## config.mk

```make
export PLATFORM = sky130hd
export DESIGN_NAME = i2c_txn_seq
export DESIGN_NICKNAME = d
export VERILOG_FILES = /design/src/rtl/i2c_txn_seq.sv
export SDC_FILE = /design/constraint.sdc
export NUM_CORES = 1
export LEC_CHECK = 0
export CAP_MARGIN = 15
export CORE_MARGIN = 2
export CORE_UTILIZATION = 48
export DETAILED_ROUTE_END_ITERATION = 16
export PLACE_DENSITY_LB_ADDON = 0.3
export RECOVER_POWER = 25
export SETUP_SLACK_MARGIN = 0.05
export SLEW_MARGIN = 0
export SYNTH_ARGS = -nofsm -noshare
export SYNTH_HDL_FRONTEND = slang
export SYNTH_SLANG_ARGS = --single-unit
```

## constraint.sdc

```tcl
create_clock -name scl_clk -period 2.5 [get_ports scl_clk]
set_input_delay 0.375 -clock scl_clk [delete_from_list [all_inputs] [get_ports scl_clk]]
set_output_delay 0.375 -clock scl_clk [all_outputs]
set_load 0.02 [all_outputs]
```

## src/rtl/i2c_txn_seq.sv

```systemverilog
// Host-side I2C transaction sequencer: command capture, TX byte FIFO, and control of the bit-level i2c_fsm.
// Optional watchdog compiled in with `define I2C_SEQ_TIMEOUT_EN.
module i2c_txn_seq #(
  parameter int unsigned FIFO_DEPTH     = 8,
  parameter int unsigned LEN_W          = 4,
  parameter int unsigned TIMEOUT_CYCLES = 1023
) (
  input  logic             scl_clk,
  input  logic             rst_n,
  input  logic             cmd_valid,
  output logic             cmd_ready,
  input  logic [6:0]       cmd_addr,
  input  logic             cmd_rw,
  input  logic [LEN_W-1:0] cmd_len,
  input  logic             cmd_rep_start,
  input  logic [7:0]       wr_data,
  input  logic             wr_valid,
  output logic             wr_ready,
  output logic [7:0]       rd_data,
  output logic             rd_valid,
  output logic             done,
  output logic [1:0]       status,
  output logic             seq_busy,
  output logic [6:0]       cfg_address,
  output logic             start,
  output logic             restart,
  output logic             stop,
  output logic [7:0]       tx_data,
  output logic             tx_valid,
  input  logic             tx_ready,
  input  logic             fsm_busy,
  input  logic             fsm_error,
  input  logic [7:0]       rx_data,
  input  logic             rx_valid
);
  localparam int unsigned AW = $clog2(FIFO_DEPTH);

  typedef enum logic [2:0] {IDLE, ISSUE, WAIT_BUSY, XFER, CLOSE, DRAIN} state_t;

  state_t           state_q, state_d;
  logic [7:0]       mem [FIFO_DEPTH];
  logic [AW-1:0]    wptr_q, rptr_q;
  logic [AW:0]      count_q;
  logic             rw_q, rep_q, rflag_q, abort_q;
  logic [LEN_W-1:0] rem_q;
  logic [1:0]       status_q, code_d;
  logic             done_q, done_d;
  logic             set_rflag, set_abort;
  logic             fifo_empty, fifo_full, push, pop, tx_hs, drain_pop, tmo;

  assign fifo_empty = (count_q == '0);
  assign fifo_full  = (count_q == (AW+1)'(FIFO_DEPTH));
  assign wr_ready   = !fifo_full;
  // A full FIFO still takes a byte when the head leaves in the same cycle.
  assign push       = wr_valid && (!fifo_full || pop);

  assign tx_valid   = (state_q == XFER) && !rw_q && !fifo_empty && (rem_q != '0);
  assign tx_data    = tx_valid ? mem[rptr_q] : '0;
  assign tx_hs      = tx_valid && tx_ready;
  assign rd_valid   = (state_q == XFER) && rw_q && rx_valid && (rem_q != '0);
  assign rd_data    = rd_valid ? rx_data : '0;
  assign drain_pop  = (state_q == DRAIN) && !rw_q && (rem_q != '0) && !fifo_empty;
  assign pop        = tx_hs || drain_pop;

  assign cmd_ready  = (state_q == IDLE);
  assign seq_busy   = (state_q != IDLE);
  assign start      = (state_q == ISSUE) && !rflag_q;
  assign restart    = (state_q == ISSUE) && rflag_q;
  assign done       = done_q;
  assign status     = status_q;

  always_comb begin
    state_d   = state_q;
    stop      = 1'b0;
    done_d    = 1'b0;
    code_d    = status_q;
    set_rflag = 1'b0;
    set_abort = 1'b0;
    case (state_q)
      IDLE:      if (cmd_valid) state_d = ISSUE;
      ISSUE:     state_d = WAIT_BUSY;
      WAIT_BUSY: begin
        if (fsm_error) begin
          set_abort = 1'b1;
          state_d   = CLOSE;
        end else if (fsm_busy) begin
          state_d = XFER;
        end
      end
      XFER: begin
        if (fsm_error) begin
          set_abort = 1'b1;
          state_d   = CLOSE;
        end else if (rem_q == '0) begin
          state_d = CLOSE;
        end
      end
      CLOSE: begin
        if (rep_q && !abort_q) begin
          set_rflag = 1'b1;
          done_d    = 1'b1;
          code_d    = 2'b00;
          state_d   = IDLE;
        end else begin
          stop = 1'b1;
          if (!fsm_busy) begin
            done_d  = 1'b1;
            code_d  = abort_q ? 2'b01 : 2'b00;
            state_d = (abort_q && !rw_q) ? DRAIN : IDLE;
          end
        end
      end
      DRAIN:     if (!drain_pop) state_d = IDLE;
      default:   state_d = IDLE;
    endcase
    if (tmo) begin
      stop      = 1'b1;
      done_d    = 1'b1;
      code_d    = 2'b10;
      set_rflag = 1'b0;
      state_d   = DRAIN;
    end
  end

`ifdef I2C_SEQ_TIMEOUT_EN
  localparam int unsigned TW = $clog2(TIMEOUT_CYCLES + 1);
  logic [TW-1:0] tmo_cnt_q;
  logic          tmo_run;

  assign tmo_run = state_q inside {WAIT_BUSY, XFER, CLOSE};
  assign tmo     = tmo_run && (tmo_cnt_q == TW'(TIMEOUT_CYCLES));

  always_ff @(posedge scl_clk) begin
    if (!rst_n || !tmo_run || (state_d != state_q) || tx_hs || rx_valid)
      tmo_cnt_q <= '0;
    else
      tmo_cnt_q <= tmo_cnt_q + 1'b1;
  end
`else
  // Watchdog compiled out; the parameter is kept so both builds share one interface.
  assign tmo = (TIMEOUT_CYCLES == 0) && 1'b0;
`endif

  always_ff @(posedge scl_clk) begin
    if (!rst_n) begin
      state_q     <= IDLE;
      wptr_q      <= '0;
      rptr_q      <= '0;
      count_q     <= '0;
      rem_q       <= '0;
      rw_q        <= 1'b0;
      rep_q       <= 1'b0;
      rflag_q     <= 1'b0;
      abort_q     <= 1'b0;
      cfg_address <= '0;
      done_q      <= 1'b0;
      status_q    <= '0;
    end else begin
      state_q  <= state_d;
      done_q   <= done_d;
      status_q <= code_d;
      if (push) wptr_q <= wptr_q + 1'b1;
      if (pop)  rptr_q <= rptr_q + 1'b1;
      count_q <= count_q + (AW+1)'(push) - (AW+1)'(pop);
      if ((state_q == IDLE) && cmd_valid) begin
        cfg_address <= cmd_addr;
        rw_q        <= cmd_rw;
        rep_q       <= cmd_rep_start;
        rem_q       <= cmd_len;
        abort_q     <= 1'b0;
      end else if (tx_hs || rd_valid || drain_pop) begin
        rem_q <= rem_q - 1'b1;
      end
      if (set_abort) abort_q <= 1'b1;
      if ((state_q == ISSUE) || tmo) rflag_q <= 1'b0;
      else if (set_rflag)           rflag_q <= 1'b1;
    end
  end

  always_ff @(posedge scl_clk) begin
    if (push) mem[wptr_q] <= wr_data;
  end
endmodule

```

**Run 1: PDN straps and rails**

Bar = 20 um. Pins as bars on the die edge.
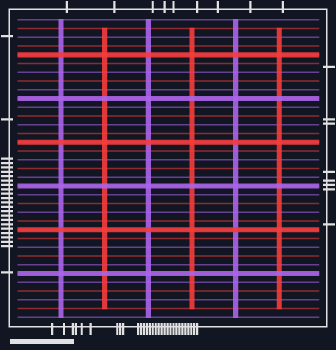
[purple] VSS
[red] VDD
met5 straps: 6
met4 straps: 6
signal pins: 71
met1 rails: 35
rows: 34
die x size: 98.25 um
CORE AREA: 8678 um2
Die Height: 98.25 um
Max rail drop VDD: 484.6 uV

**Run 1: placed cells, one colour a class**

Fill, decap, tap and diode cells in grey.
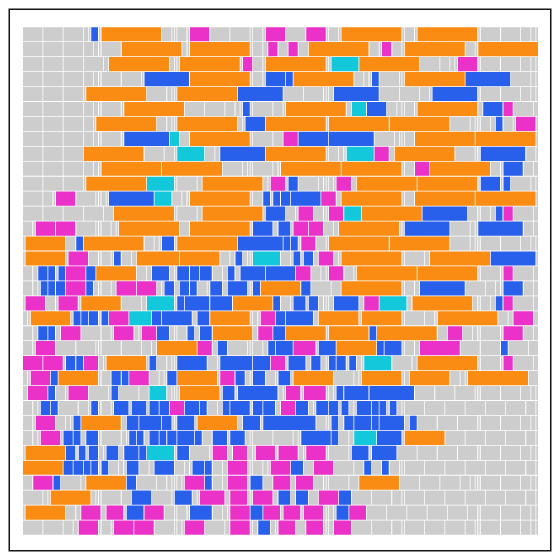
[orange] flip-flops | cells: 97
[magenta] other buffers and delay cells | cells: 100
[blue] all other logic | cells: 209
[cyan] clock drivers and dummy loads | cells: 16
design area: 5403 um2
Final Util: 62.25%
flop share of the area: 47.82%
# rows: 34

**Run 1: routed clock nets over the placement**

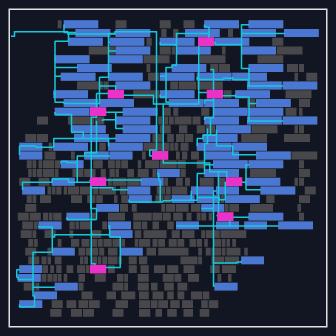
[magenta] cells driving clock nets | count: 9
[cyan] clock wires | length: 1050 um
[blue] flip-flops | count: 97
routed clock nets: 10

==> reports/metrics.cfg, run 1 <==
[status]
outcome=completed

[layout]
logic_gates=195
antenna_cells=0
largest_reg_flops=64
clock_cell_area_share_pct=3.428
largest_class=sequential cells
final_cell_mix=edfxtp_1, clkdlybuf4s50_1, nand2_1, dfxtp_1, buf_4
nNonClkInverters=14
top_register=mem
drive_gt1_share_pct=22.51
clkbuf_count=9
signal_buffer_area_fraction_pct=16.44
comb-cell-share_pct=28.83
nets=463
ff_count=97
reg_top3=mem (64), cfg_address (7)

[logic_synthesis]
yosys.area_share.adder_pct=2.817
syn_area_um2=4264
syn_inst=324
ys_top_cells_by_count=edfxtp_1, nand2_1, dfxtp_1
yosysSeqAreaShare_pct=60.56
yosys_warnings=0
async_flop_share_pct=0
ys_cells=324
yosysTopAreaCell=edfxtp_1
synth-main-ff-cell=edfxtp_1
synth_top_cell_by_count=edfxtp_1
synth-edff-count=64
yosysChipArea_um2=4264
ys_sh_simple_pct=13.85

[setup_path]
cp.required_ns=2.12
startpoint_type=flip-flop
crit_fanout=4
max_stage_delay_ns=0.39
critPathBufInv=3
crit_chain=inv_1 > ha_2 > or3b_4 > and3_1 > nand2_2 > buf_4 > nor2_1 > clkbuf_2
crit_slowest_cell=or3b_4
cp.arrival_ns=1.98
criticalPathCategory=reg -> out

[route]
route.detailed.drc=0
drt-pass1-iter-count=4
vias_per_cell=5.294
drt_iter0_drc=142
vias=2806
wl_met3_um=485
met1_length_um=3701
top_layer_used=met4
route.antenna.remaining_nets=0

[sta]
setup_viol=0
finalClockSkew_ns=0.009314
setup_slack_ns=0.1486
tightest_slew_ns=0.6944
rsz0062_at_grt=no
slew_headroom_pct=52.51
fin_crit_sh_pct=94.06

[grt]
grt.busiest_layer=met2
met3_usage_pct=4.080
grtUsageTotal_pct=18.77
gr-total-overflow=0

[clock_tree]
clkSinkCount=97
clock_latency_ns=0.36
cts_resized=45
clk_pin_slew_ns=0.09
htreeDepth=3
cts_buffer_depth=2

[flow_run]
drv_cap=0
warnings=29

[placed_design]
io_buffer_count=69
dpl_worst_slack_ns=-0.1034
place_area_um2=5230

[power_and_ir_drop]
combPwrFrac_pct=29.6
p_leak_nw=1.995
clock_power_mw=0.949
switching_power_mw=1.319
swShare_pct=31.73

## run 1: per-stage QoR
stage	hold slack (ns)	util (%)	setup TNS, ns	std cells
floorplan	0.4451	-	-0.7487	324
global placement	0.4412	60.27	-0.1741	513
detailed placement	0.4486	60.27	-1.205	513
CTS	0.4603	62.14	-0.02921	529
global route	0.4933	62.25	0	530
finish	0.4581	62.25	0	530
## run 1: final timing paths
check                         startpoint                          end  slack [ns]  cells past startpoint
min          cfg_address[1]$_SDFFE_PN0P_  cfg_address[1]$_SDFFE_PN0P_        0.46                      2
max                rem_q[0]$_SDFFE_PN0P_                   tx_data[4]        0.15                      8
max reg2reg        rem_q[0]$_SDFFE_PN0P_        count_q[1]$_SDFF_PN0_        0.15                     12
min reg2reg  cfg_address[1]$_SDFFE_PN0P_  cfg_address[1]$_SDFFE_PN0P_        0.46                      2
--- run 2 (diff from run 1) ---
CTS_CLUSTER_DIAMETER = 80   (was unset)
HOLD_SLACK_MARGIN = 0.06   (was unset)
**Run 2: routed clock nets over the placement**

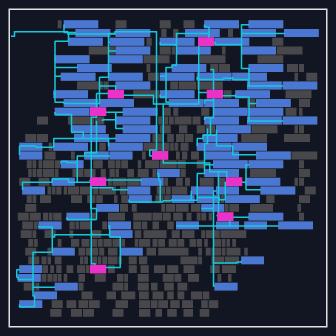
[magenta] cells driving clock nets | count: 9
[blue] flip-flops | count: 97
[cyan] clock wires | length: 1050 um
routed clock nets: 10
Clk Latency, worst-skew pair: 0.36 ns
clk_skew: 0.009314 ns

**Run 2: clock wiring as the flow saved it**

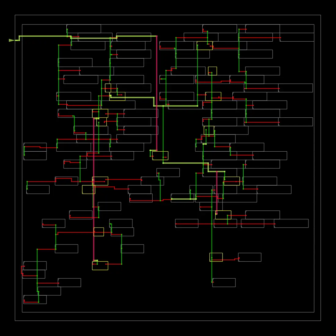
clkbuf count: 9
Clk. pwr: 0.949 mW
Flop Count: 97
TritonCTS Sinks: 97

**Run 2: placed cells, one colour a class**

Fill, decap, tap and diode cells in grey.
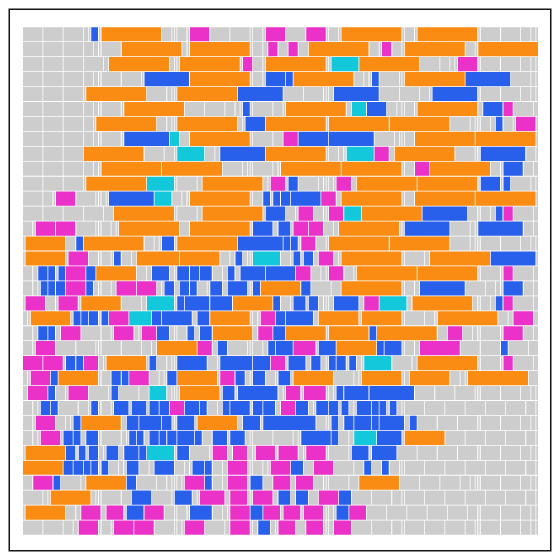
[magenta] other buffers and delay cells | cells: 100
[cyan] clock drivers and dummy loads | cells: 16
[blue] all other logic | cells: 209
[orange] flip-flops | cells: 97

==> run 2 against run 1 <==
Sequential cell count is the same. Largest cell class unchanged. Critical endpoint unchanged. Worst hold slack did not move. Cell count unchanged. Largest power group unchanged.
==> reports/metrics.cfg, run 2 <==
[logic_synthesis]
synth-main-ff-cell=edfxtp_1
ys_sh_simple_pct=13.85
yosysTopAreaCell=edfxtp_1
syn_inst=324
ys_top_cells_by_count=edfxtp_1, nand2_1, dfxtp_1
synth_top_cell_by_count=edfxtp_1
yosysSeqAreaShare_pct=60.56
yosysChipArea_um2=4264
async_flop_share_pct=0
yosys_warnings=0
synth-edff-count=64
ys_cells=324

[sta]
rsz0062_at_grt=no
tightest_slew_ns=0.6944
setup_viol=0

[power_and_ir_drop]
ir_drop_uv=484.6
p_leak_nw=1.995
combPwrFrac_pct=29.6
swShare_pct=31.73
switching_power_mw=1.319

[setup_path]
max_stage_delay_ns=0.39
cp.arrival_ns=1.98
critical_path_depth=8
ff2ff_setup_slack_ns=0.15
r2r_cells=12
cp.required_ns=2.12
critical_path.endpoint=tx_data[4]
crit_chain=inv_1 > ha_2 > or3b_4 > and3_1 > nand2_2 > buf_4 > nor2_1 > clkbuf_2
rr_startpoint=rem_q[0]$_SDFFE_PN0P_
crit_slowest_cell=or3b_4
crit_start=rem_q[0]$_SDFFE_PN0P_

[route]
route.detailed.drc=0
route.antenna.remaining_nets=0
top_layer_used=met4
met1_length_um=3701

[grt]
grtUsageTotal_pct=18.77

[placed_design]
dpl_worst_slack_ns=-0.1034
io_buffer_count=69
place_area_um2=5230

[flow_run]
warnings=29
drv_cap=0

[status]
outcome=completed

[clock_tree]
clk_pin_slew_ns=0.09
cts_buffer_depth=2
cts_resized=45
htreeDepth=3

[worst_hold_path]
hold_path_startpoint=cfg_address[1]$_SDFFE_PN0P_
holdPathEnd=cfg_address[1]$_SDFFE_PN0P_

[layout]
top_register=mem
final_cell_mix=edfxtp_1, clkdlybuf4s50_1, nand2_1, dfxtp_1, buf_4
final_util_pct=62.25
fin_area_um2=5403
antenna_cells=0

-- run 2: worst reg2reg max path, delay by kind of cell (launching register included) --
kind          cells  cell delay, ns
fa+ha+maj         3            0.87
buf+inv           3            0.22
flops             1            0.34
simple gates      6            0.82
-- run 2: cell type report --
cell class                 instances  area (um2)
sequential                        97        2584
tap                              108       135.1
clock inverter                     7       61.31
inverter                          14       52.55
fill                             709        3276
timing repair buffer             100       888.4
multi-input combinational        195        1558
clock buffer                       9       123.9
-- run 2: metal layers --
metal | vias up | track usage (%)
met2 | 67 | 31.40
met5 | - | 0
li1 | 1375 | -
met1 | 1357 | 24.24
met4 | 0 | 6.955
met3 | 7 | 4.080
No activity file was given, so power comes from the tool's default toggle rates.
